<file path="config.mk">
export PLATFORM = sky130hd
export DESIGN_NAME = ldpc_ber_tester_din_framer
export DESIGN_NICKNAME = d
export VERILOG_FILES = /design/src/rtl/ldpc_ber_tester_pkg.sv /design/src/rtl/ldpc_ber_tester_axis_reg.sv /design/src/rtl/ldpc_ber_tester_din_framer.sv
export SDC_FILE = /design/constraint.sdc
export NUM_CORES = 1
export LEC_CHECK = 0
export CAP_MARGIN = 10
export CORE_MARGIN = 10
export CORE_UTILIZATION = 51
export DETAILED_ROUTE_END_ITERATION = 12
export GPL_TIMING_DRIVEN = 0
export PLACE_DENSITY_LB_ADDON = 0.12
export SYNTH_ARGS = -nofsm -noshare
export SYNTH_HDL_FRONTEND = slang
export SYNTH_SLANG_ARGS = --single-unit
</file>
<file path="constraint.sdc">
create_clock -name data_clk -period 4.65 [get_ports data_clk]
set_clock_uncertainty 0.2 [all_clocks]
set_input_delay 0.93 -clock data_clk [delete_from_list [all_inputs] [get_ports data_clk]]
set_output_delay 0.93 -clock data_clk [all_outputs]
set_load 0.01 [all_outputs]
</file>
<file path="src/rtl/ldpc_ber_tester_pkg.sv">
// ---------------------------------------------------------------------------
// ldpc_ber_tester_pkg
// Shared definitions for the LDPC BER tester datapath blocks.
//   framer_state_e : framer FSM encoding (IDLE=0, RUN=1, DRAIN=2, DONE=3)
//   DEFAULT_DATA_W : default AXI-Stream data width
//   sat_inc        : increment that sticks at a caller-supplied maximum
// ---------------------------------------------------------------------------
package ldpc_ber_tester_pkg;

    typedef enum logic [1:0] {
        ST_IDLE  = 2'd0,
        ST_RUN   = 2'd1,
        ST_DRAIN = 2'd2,
        ST_DONE  = 2'd3
    } framer_state_e;

    localparam int DEFAULT_DATA_W = 128;

    // Counters narrower than 64 bits pass their all-ones value as max_val
    // and truncate the result back to their own width.
    function automatic logic [63:0] sat_inc(input logic [63:0] value,
                                            input logic [63:0] max_val);
        return (value >= max_val) ? max_val : value + 64'd1;
    endfunction

endpackage

</file>
<file path="src/rtl/ldpc_ber_tester_axis_reg.sv">
// ---------------------------------------------------------------------------
// ldpc_ber_tester_axis_reg
// Single-stage AXI-Stream pipeline register carrying data and tlast.
// Also used in front of the BER counter input.
// Ports:
//   clk, rst_n          : clock, asynchronous active-low reset
//   i_en                : upstream beats may be accepted when high
//   i_s_tdata/tlast/tvalid, o_s_tready : slave side
//   o_m_tdata/tlast/tvalid, i_m_tready : master side
// ---------------------------------------------------------------------------
module ldpc_ber_tester_axis_reg
    import ldpc_ber_tester_pkg::*;
#(
    parameter int DATA_W = DEFAULT_DATA_W
) (
    input  logic              clk,
    input  logic              rst_n,
    input  logic              i_en,
    input  logic [DATA_W-1:0] i_s_tdata,
    input  logic              i_s_tlast,
    input  logic              i_s_tvalid,
    output logic              o_s_tready,
    output logic [DATA_W-1:0] o_m_tdata,
    output logic              o_m_tlast,
    output logic              o_m_tvalid,
    input  logic              i_m_tready
);

    logic              r_valid;
    logic              r_last;
    logic [DATA_W-1:0] r_data;
    logic              w_load;

    // The register can take a new beat when it is empty or being drained
    // in the same cycle, which gives full throughput without a skid buffer.
    assign o_s_tready = i_en && (!r_valid || i_m_tready);
    assign w_load     = i_s_tvalid && o_s_tready;

    always_ff @(posedge clk or negedge rst_n) begin
        if (!rst_n) begin
            r_valid <= 1'b0;
            r_last  <= 1'b0;
            r_data  <= '0;
        end else if (w_load) begin
            r_valid <= 1'b1;
            r_last  <= i_s_tlast;
            r_data  <= i_s_tdata;
        end else if (i_m_tready) begin
            r_valid <= 1'b0;
        end
    end

    assign o_m_tdata  = r_data;
    assign o_m_tlast  = r_last;
    assign o_m_tvalid = r_valid;

endmodule

</file>
<file path="src/rtl/ldpc_ber_tester_din_framer.sv">
// ---------------------------------------------------------------------------
// ldpc_ber_tester_din_framer
// Frames the unframed LLR stream from the Gaussian generator into
// codeword-sized packets for the LDPC decoder DIN port: counts beats,
// tags the last beat of each block with tlast, optionally stops after a
// programmed number of blocks and reports blocks delivered.
//
// Ports:
//   data_clk, data_resetn       : clock, asynchronous active-low reset
//   start, stop                 : single-cycle control pulses
//   beats_per_block, block_limit: configuration, latched on start
//   s_axis_*                    : LLR input stream (no tlast)
//   m_axis_*                    : framed output stream to decoder DIN
//   busy, done                  : status (RUN/DRAIN, DONE)
//   blocks_sent                 : saturating count of tlast beats delivered
//
// Optional build macro LDPC_BER_TESTER_FRAMER_STATS_EN adds:
//   stall_cycles    : cycles with m_axis_tvalid=1 and m_axis_tready=0
//   underrun_cycles : cycles in RUN with s_axis_tvalid=0
// ---------------------------------------------------------------------------
module ldpc_ber_tester_din_framer
    import ldpc_ber_tester_pkg::*;
#(
    parameter int DATA_W     = DEFAULT_DATA_W,
    parameter int BEAT_CNT_W = 16,
    parameter int BLK_CNT_W  = 64
) (
    input  logic                  data_clk,
    input  logic                  data_resetn,
    input  logic                  start,
    input  logic                  stop,
    input  logic [BEAT_CNT_W-1:0] beats_per_block,
    input  logic [BLK_CNT_W-1:0]  block_limit,
    input  logic [DATA_W-1:0]     s_axis_tdata,
    input  logic                  s_axis_tvalid,
    output logic                  s_axis_tready,
    output logic [DATA_W-1:0]     m_axis_tdata,
    output logic                  m_axis_tvalid,
    input  logic                  m_axis_tready,
    output logic                  m_axis_tlast,
    output logic                  busy,
    output logic                  done,
    output logic [BLK_CNT_W-1:0]  blocks_sent
`ifdef LDPC_BER_TESTER_FRAMER_STATS_EN
    ,
    output logic [31:0]           stall_cycles,
    output logic [31:0]           underrun_cycles
`endif
);

    localparam logic [BLK_CNT_W-1:0] BLK_ONES = '1;

    framer_state_e         r_state;
    framer_state_e         w_state_next;
    logic [BEAT_CNT_W-1:0] r_bpb;
    logic [BLK_CNT_W-1:0]  r_limit;
    logic [BEAT_CNT_W-1:0] r_beat_cnt;
    logic [BLK_CNT_W-1:0]  r_in_blocks;
    logic [BLK_CNT_W-1:0]  r_blocks_sent;
    logic                  r_pending_stop;
    logic                  r_limit_hit;

    logic                  w_can_accept;
    logic                  w_in_hs;
    logic                  w_out_hs;
    logic                  w_is_last;
    logic                  w_clear;
    logic                  w_pending_set;
    logic                  w_limit_hit_set;
    logic [BLK_CNT_W-1:0]  w_in_blocks_inc;
    logic [BEAT_CNT_W-1:0] w_bpb_latch;

    // DRAIN only accepts beats that complete a partially received block.
    assign w_can_accept    = (r_state == ST_RUN) ||
                             ((r_state == ST_DRAIN) && (r_beat_cnt != '0));
    assign w_in_hs         = s_axis_tvalid && s_axis_tready;
    assign w_out_hs        = m_axis_tvalid && m_axis_tready;
    assign w_is_last       = (r_beat_cnt == (r_bpb - BEAT_CNT_W'(1)));
    assign w_in_blocks_inc = r_in_blocks + BLK_CNT_W'(1);
    assign w_bpb_latch     = (beats_per_block == '0) ? BEAT_CNT_W'(1) : beats_per_block;

    ldpc_ber_tester_axis_reg #(
        .DATA_W (DATA_W)
    ) u_out_reg (
        .clk        (data_clk),
        .rst_n      (data_resetn),
        .i_en       (w_can_accept),
        .i_s_tdata  (s_axis_tdata),
        .i_s_tlast  (w_is_last),
        .i_s_tvalid (s_axis_tvalid),
        .o_s_tready (s_axis_tready),
        .o_m_tdata  (m_axis_tdata),
        .o_m_tlast  (m_axis_tlast),
        .o_m_tvalid (m_axis_tvalid),
        .i_m_tready (m_axis_tready)
    );

    always_ff @(posedge data_clk or negedge data_resetn) begin
        if (!data_resetn) begin
            r_state <= ST_IDLE;
        end else begin
            r_state <= w_state_next;
        end
    end

    // A stop that lands on the tlast handshake itself counts as finishing
    // the current block, so the framer drains right away.
    always_comb begin
        w_state_next    = r_state;
        w_clear         = 1'b0;
        w_pending_set   = 1'b0;
        w_limit_hit_set = 1'b0;
        case (r_state)
            ST_IDLE: begin
                if (start) begin
                    w_clear      = 1'b1;
                    w_state_next = ST_RUN;
                end
            end
            ST_RUN: begin
                if (w_in_hs && w_is_last && (r_limit != '0) &&
                    (w_in_blocks_inc == r_limit)) begin
                    w_limit_hit_set = 1'b1;
                    w_state_next    = ST_DRAIN;
                end else if (w_in_hs && w_is_last && (r_pending_stop || stop)) begin
                    w_state_next = ST_DRAIN;
                end else if (stop && (r_beat_cnt == '0) && !w_in_hs) begin
                    w_state_next = ST_DRAIN;
                end else if (stop) begin
                    w_pending_set = 1'b1;
                end
            end
            ST_DRAIN: begin
                if ((r_beat_cnt == '0) && !m_axis_tvalid) begin
                    w_state_next = r_limit_hit ? ST_DONE : ST_IDLE;
                end
            end
            ST_DONE: begin
                if (start) begin
                    w_clear      = 1'b1;
                    w_state_next = ST_RUN;
                end else if (stop) begin
                    w_state_next = ST_IDLE;
                end
            end
            default: begin
                w_state_next = ST_IDLE;
            end
        endcase
    end

    always_ff @(posedge data_clk or negedge data_resetn) begin
        if (!data_resetn) begin
            r_bpb          <= '0;
            r_limit        <= '0;
            r_beat_cnt     <= '0;
            r_in_blocks    <= '0;
            r_blocks_sent  <= '0;
            r_pending_stop <= 1'b0;
            r_limit_hit    <= 1'b0;
        end else if (w_clear) begin
            r_bpb          <= w_bpb_latch;
            r_limit        <= block_limit;
            r_beat_cnt     <= '0;
            r_in_blocks    <= '0;
            r_blocks_sent  <= '0;
            r_pending_stop <= 1'b0;
            r_limit_hit    <= 1'b0;
        end else begin
            if (w_in_hs) begin
                if (w_is_last) begin
                    r_beat_cnt  <= '0;
                    r_in_blocks <= w_in_blocks_inc;
                end else begin
                    r_beat_cnt  <= r_beat_cnt + BEAT_CNT_W'(1);
                end
            end
            if (w_pending_set) begin
                r_pending_stop <= 1'b1;
            end
            if (w_limit_hit_set) begin
                r_limit_hit <= 1'b1;
            end
            if (w_out_hs && m_axis_tlast) begin
                r_blocks_sent <= BLK_CNT_W'(sat_inc(64'(r_blocks_sent), 64'(BLK_ONES)));
            end
        end
    end

    assign busy        = (r_state == ST_RUN) || (r_state == ST_DRAIN);
    assign done        = (r_state == ST_DONE);
    assign blocks_sent = r_blocks_sent;

`ifdef LDPC_BER_TESTER_FRAMER_STATS_EN
    logic [31:0] r_stall_cycles;
    logic [31:0] r_underrun_cycles;

    always_ff @(posedge data_clk or negedge data_resetn) begin
        if (!data_resetn) begin
            r_stall_cycles    <= '0;
            r_underrun_cycles <= '0;
        end else if (w_clear) begin
            r_stall_cycles    <= '0;
            r_underrun_cycles <= '0;
        end else begin
            if (m_axis_tvalid && !m_axis_tready) begin
                r_stall_cycles <= 32'(sat_inc(64'(r_stall_cycles), 64'(32'hFFFF_FFFF)));
            end
            if ((r_state == ST_RUN) && !s_axis_tvalid) begin
                r_underrun_cycles <= 32'(sat_inc(64'(r_underrun_cycles), 64'(32'hFFFF_FFFF)));
            end
        end
    end

    assign stall_cycles    = r_stall_cycles;
    assign underrun_cycles = r_underrun_cycles;
`endif

endmodule
</file>
Run 1, wiring heat map:
The die is cut into 21 by 21 equal tiles; white is low, dark blue is high, scaled to the fullest tile. Values are wire area over tile area, all layers added.
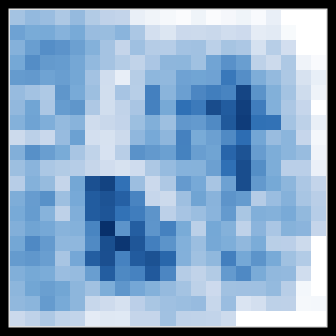
- tiles over half the peak: 34%
- nearly empty tiles: 4.1%
- mean over tiles: 0.25
- fullest tile: 0.59
drt wl/cell: 22.78 um
gr usage total: 29.12%

Run 1, the metal 1 layer:
Bar = 50 um.
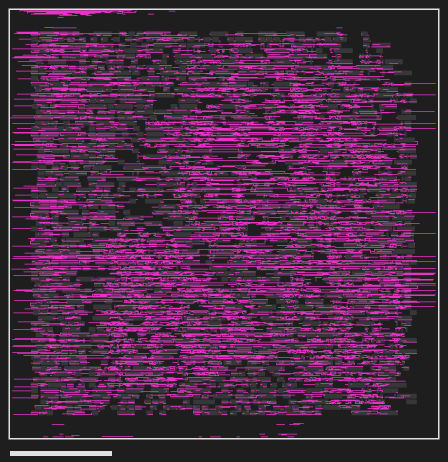
- longest straight run: 60.7 um
- wire length on this layer: 25.6 mm
- main direction: horizontal

==> results.txt, run 1 <==
impl run done, here's what came out: Buf/Inv on CP 2, worst min path class input pin to async pin, Distinct cells, synth 65, Final Power approximately 14 mW, Clock Tree Buf Depth 3, Top Layout Cells clkdlybuf4s50_1, dfrtp_1, nand2_1, flip-flops between 300 and 400, Critical Path Start r_in_blocks[12], RSZ-0062 raised after global routing no, #MultiIn Comb ~1.4k, status finished clean, Worst Path Max Fanout 8, r2r endpoint r_state[1], Die Width roughly 210 um, CTS sink cnt ~360, max FFs per register around 130, number of fill cells in the layout 2853, via/cell ratio ~5.8, total tool warning count 35, Largest delay share family, worst path simple AND/OR/NAND/NOR gates, Internal Power ~8.7 mW, Layout Cells excl Fill between 2k and 3k, Core Area between 0.03 and 0.04 mm2, Stages on worst setup path 12, highest ir drop seen on vdd about 0.41 mV, CP required 4890 ps, Adder Area Share 0.6879%, GRT overflow 0, non-clock inverter count 28, commonest cells in the netlist dfrtp_1, nand2_1, nor2_1, most numerous logic cell after layout clkdlybuf4s50_1, Top non-seq family simple AND/OR/NAND/NOR gates, ys flop type dfrtp_1, WL final 65210 um, routed wl met3 5363 um, non-clock buffer instance count of the final layout 510, Seq. cell area ~0.009 mm2, largest cell class by area flip-flops and latches, cell type with the largest total area dfrtp_1, critical path cell sequence buf_2 > nand3_1 > nor4_2 > nand3_1 > nor4_1 > xnor2_1 > a2111oi_0 > nand4_1 > nor4_4 > buf_4 > o21ai_1 > a2bb2oi_1, critical path endpoint category register, critical path class register to register, EDFF count, synth 0, DR WL met2 32070 um, Tapcell Cnt roughly 460, post-layout period usage between 90 and 100%, Setup WS pre-CTS -328.9 ps, Ports approximately 410, Final Hold Viols 0, Util after Layout ~70%
Run 1, close-up of the layout:
Bar = 5 um. Region (147, 147) to (167, 167) um. Cells in gray, sequential cells in the stronger gray; small squares are vias.
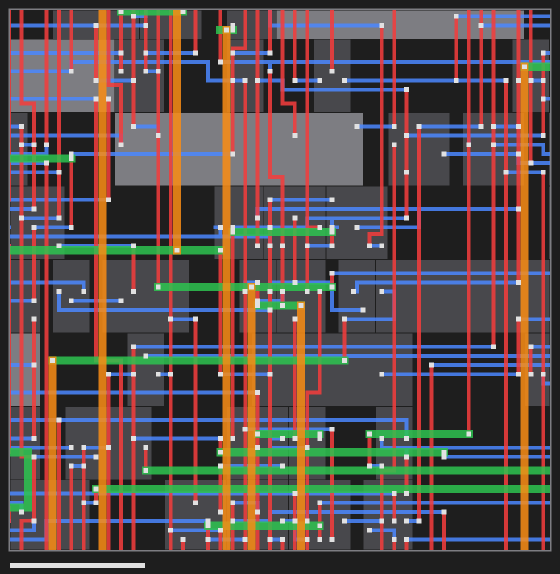
- met1: blue
- met2: red
- met4: orange
- met3: green
- netlist names of flops here include: r_in_blocks (1)
- most frequent: nor2_1 (5)
- cells with their middle in the window: 28
- sequential cells in the window: 1

Run 1, routing congestion:
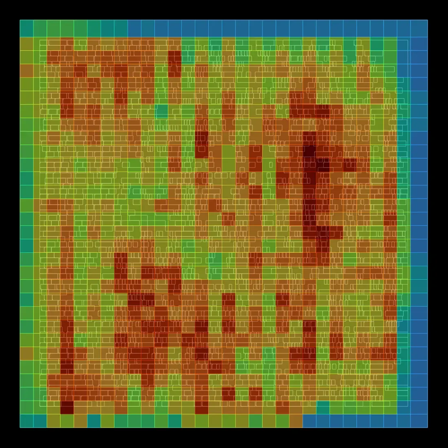

--- run 2 (diff from run 1) ---
--- a/config.mk
+++ b/config.mk
@@ -7,10 +7,12 @@
 export LEC_CHECK = 0
 export CAP_MARGIN = 10
 export CORE_MARGIN = 10
-export CORE_UTILIZATION = 51
+export CORE_UTILIZATION = 52
 export DETAILED_ROUTE_END_ITERATION = 12
 export GPL_TIMING_DRIVEN = 0
 export PLACE_DENSITY_LB_ADDON = 0.12
+export REMOVE_ABC_BUFFERS = 1
 export SYNTH_ARGS = -nofsm -noshare
 export SYNTH_HDL_FRONTEND = slang
+export SYNTH_HIERARCHICAL = 1
 export SYNTH_SLANG_ARGS = --single-unit
Run 2, routing congestion:
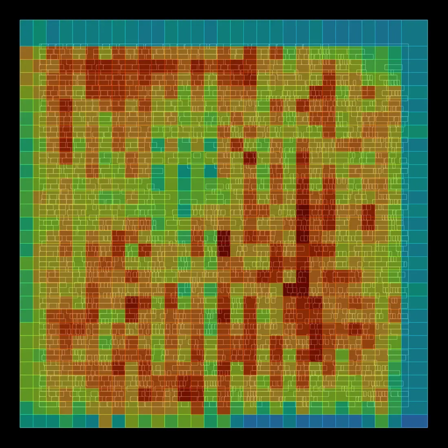
GRT met2 Usage: 47.66%
met1 GRT Util: 35.48%
busiest grt layer: met2
drt wl/cell: 23.05 um
gr usage total: 28.97%

Run 2, close-up of the layout:
Bar = 5 um. Region (150, 150) to (170, 170) um. Cells in gray, sequential cells in the stronger gray; small squares are vias.
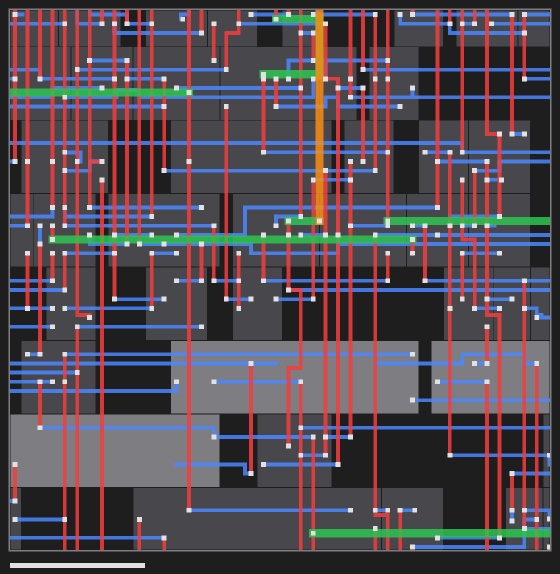
- met4: orange
- met1: blue
- met2: red
- met3: green
- cells with their middle in the window: 29
- netlist names of flops here include: r_beat_cnt (2)
- sequential cells in the window: 2

==> run 2 against run 1 <==
First-iteration DRC count increased by 23%. Wire length up 2.8%. Critical path depth down 2. Sequential power is 1% higher.
==> results.txt, run 2 <==
impl run done, here's what came out: critical path cell sequence ha_1 > nand3_1 > or3_1 > or4b_1 > a2111oi_0 > nand4_1 > nor4_2 > nand3_1 > a311oi_1 > nand2_1 (was buf_2 > nand3_1 > nor4_2 > nand3_1 > nor4_1 > xnor2_1 > a2111oi_0 > nand4_1 > nor4_4 > buf_4 > o21ai_1 > a2bb2oi_1), Ports 411 (unchanged), Worst Path Max Fanout 10 (was 8), Die Width 213.8 um (was 208.9 um), Util after Layout 69.42% (was 68.99%), routed wl met3 6170 um (was 5363 um), Tapcell Cnt 504 (was 461), worst min path class input pin to async pin (unchanged), Stages on worst setup path 10 (was 12), number of fill cells in the layout 2768 (was 2853), Internal Power 9.164 mW (was 8.748 mW), DR WL met2 32520 um (was 32070 um), Seq. cell area 0.008959 mm2 (unchanged), max FFs per register 128 (unchanged), Final Power 14.13 mW (was 13.55 mW), status finished clean (unchanged), RSZ-0062 raised after global routing no (unchanged), Setup WS pre-CTS -207.0 ps (was -328.9 ps), cell type with the largest total area dfrtp_1 (unchanged), #MultiIn Comb 1498 (was 1425), critical path class register to register (unchanged), Top non-seq family simple AND/OR/NAND/NOR gates (unchanged), ys flop type dfrtp_1 (unchanged), Critical Path Start r_in_blocks[0] (was r_in_blocks[12]), Core Area 0.03687 mm2 (was 0.03540 mm2), CP required 4900 ps (was 4890 ps), post-layout period usage 95.15% (was 94.85%), highest ir drop seen on vdd 0.4181 mV (was 0.4052 mV), flip-flops 358 (unchanged), most numerous logic cell after layout clkdlybuf4s50_1 (unchanged), Distinct cells, synth 79 (was 65), total tool warning count 33 (was 35), r2r endpoint r_state[0] (was r_state[1]), via/cell ratio 5.930 (was 5.784), GRT overflow 0 (unchanged), Buf/Inv on CP 0 (was 2), Largest delay share family, worst path simple AND/OR/NAND/NOR gates (unchanged), Top Layout Cells clkdlybuf4s50_1, dfrtp_1, nand2_1 (unchanged), non-clock inverter count 28 (unchanged)
Power and IR drop assume default switching activity.
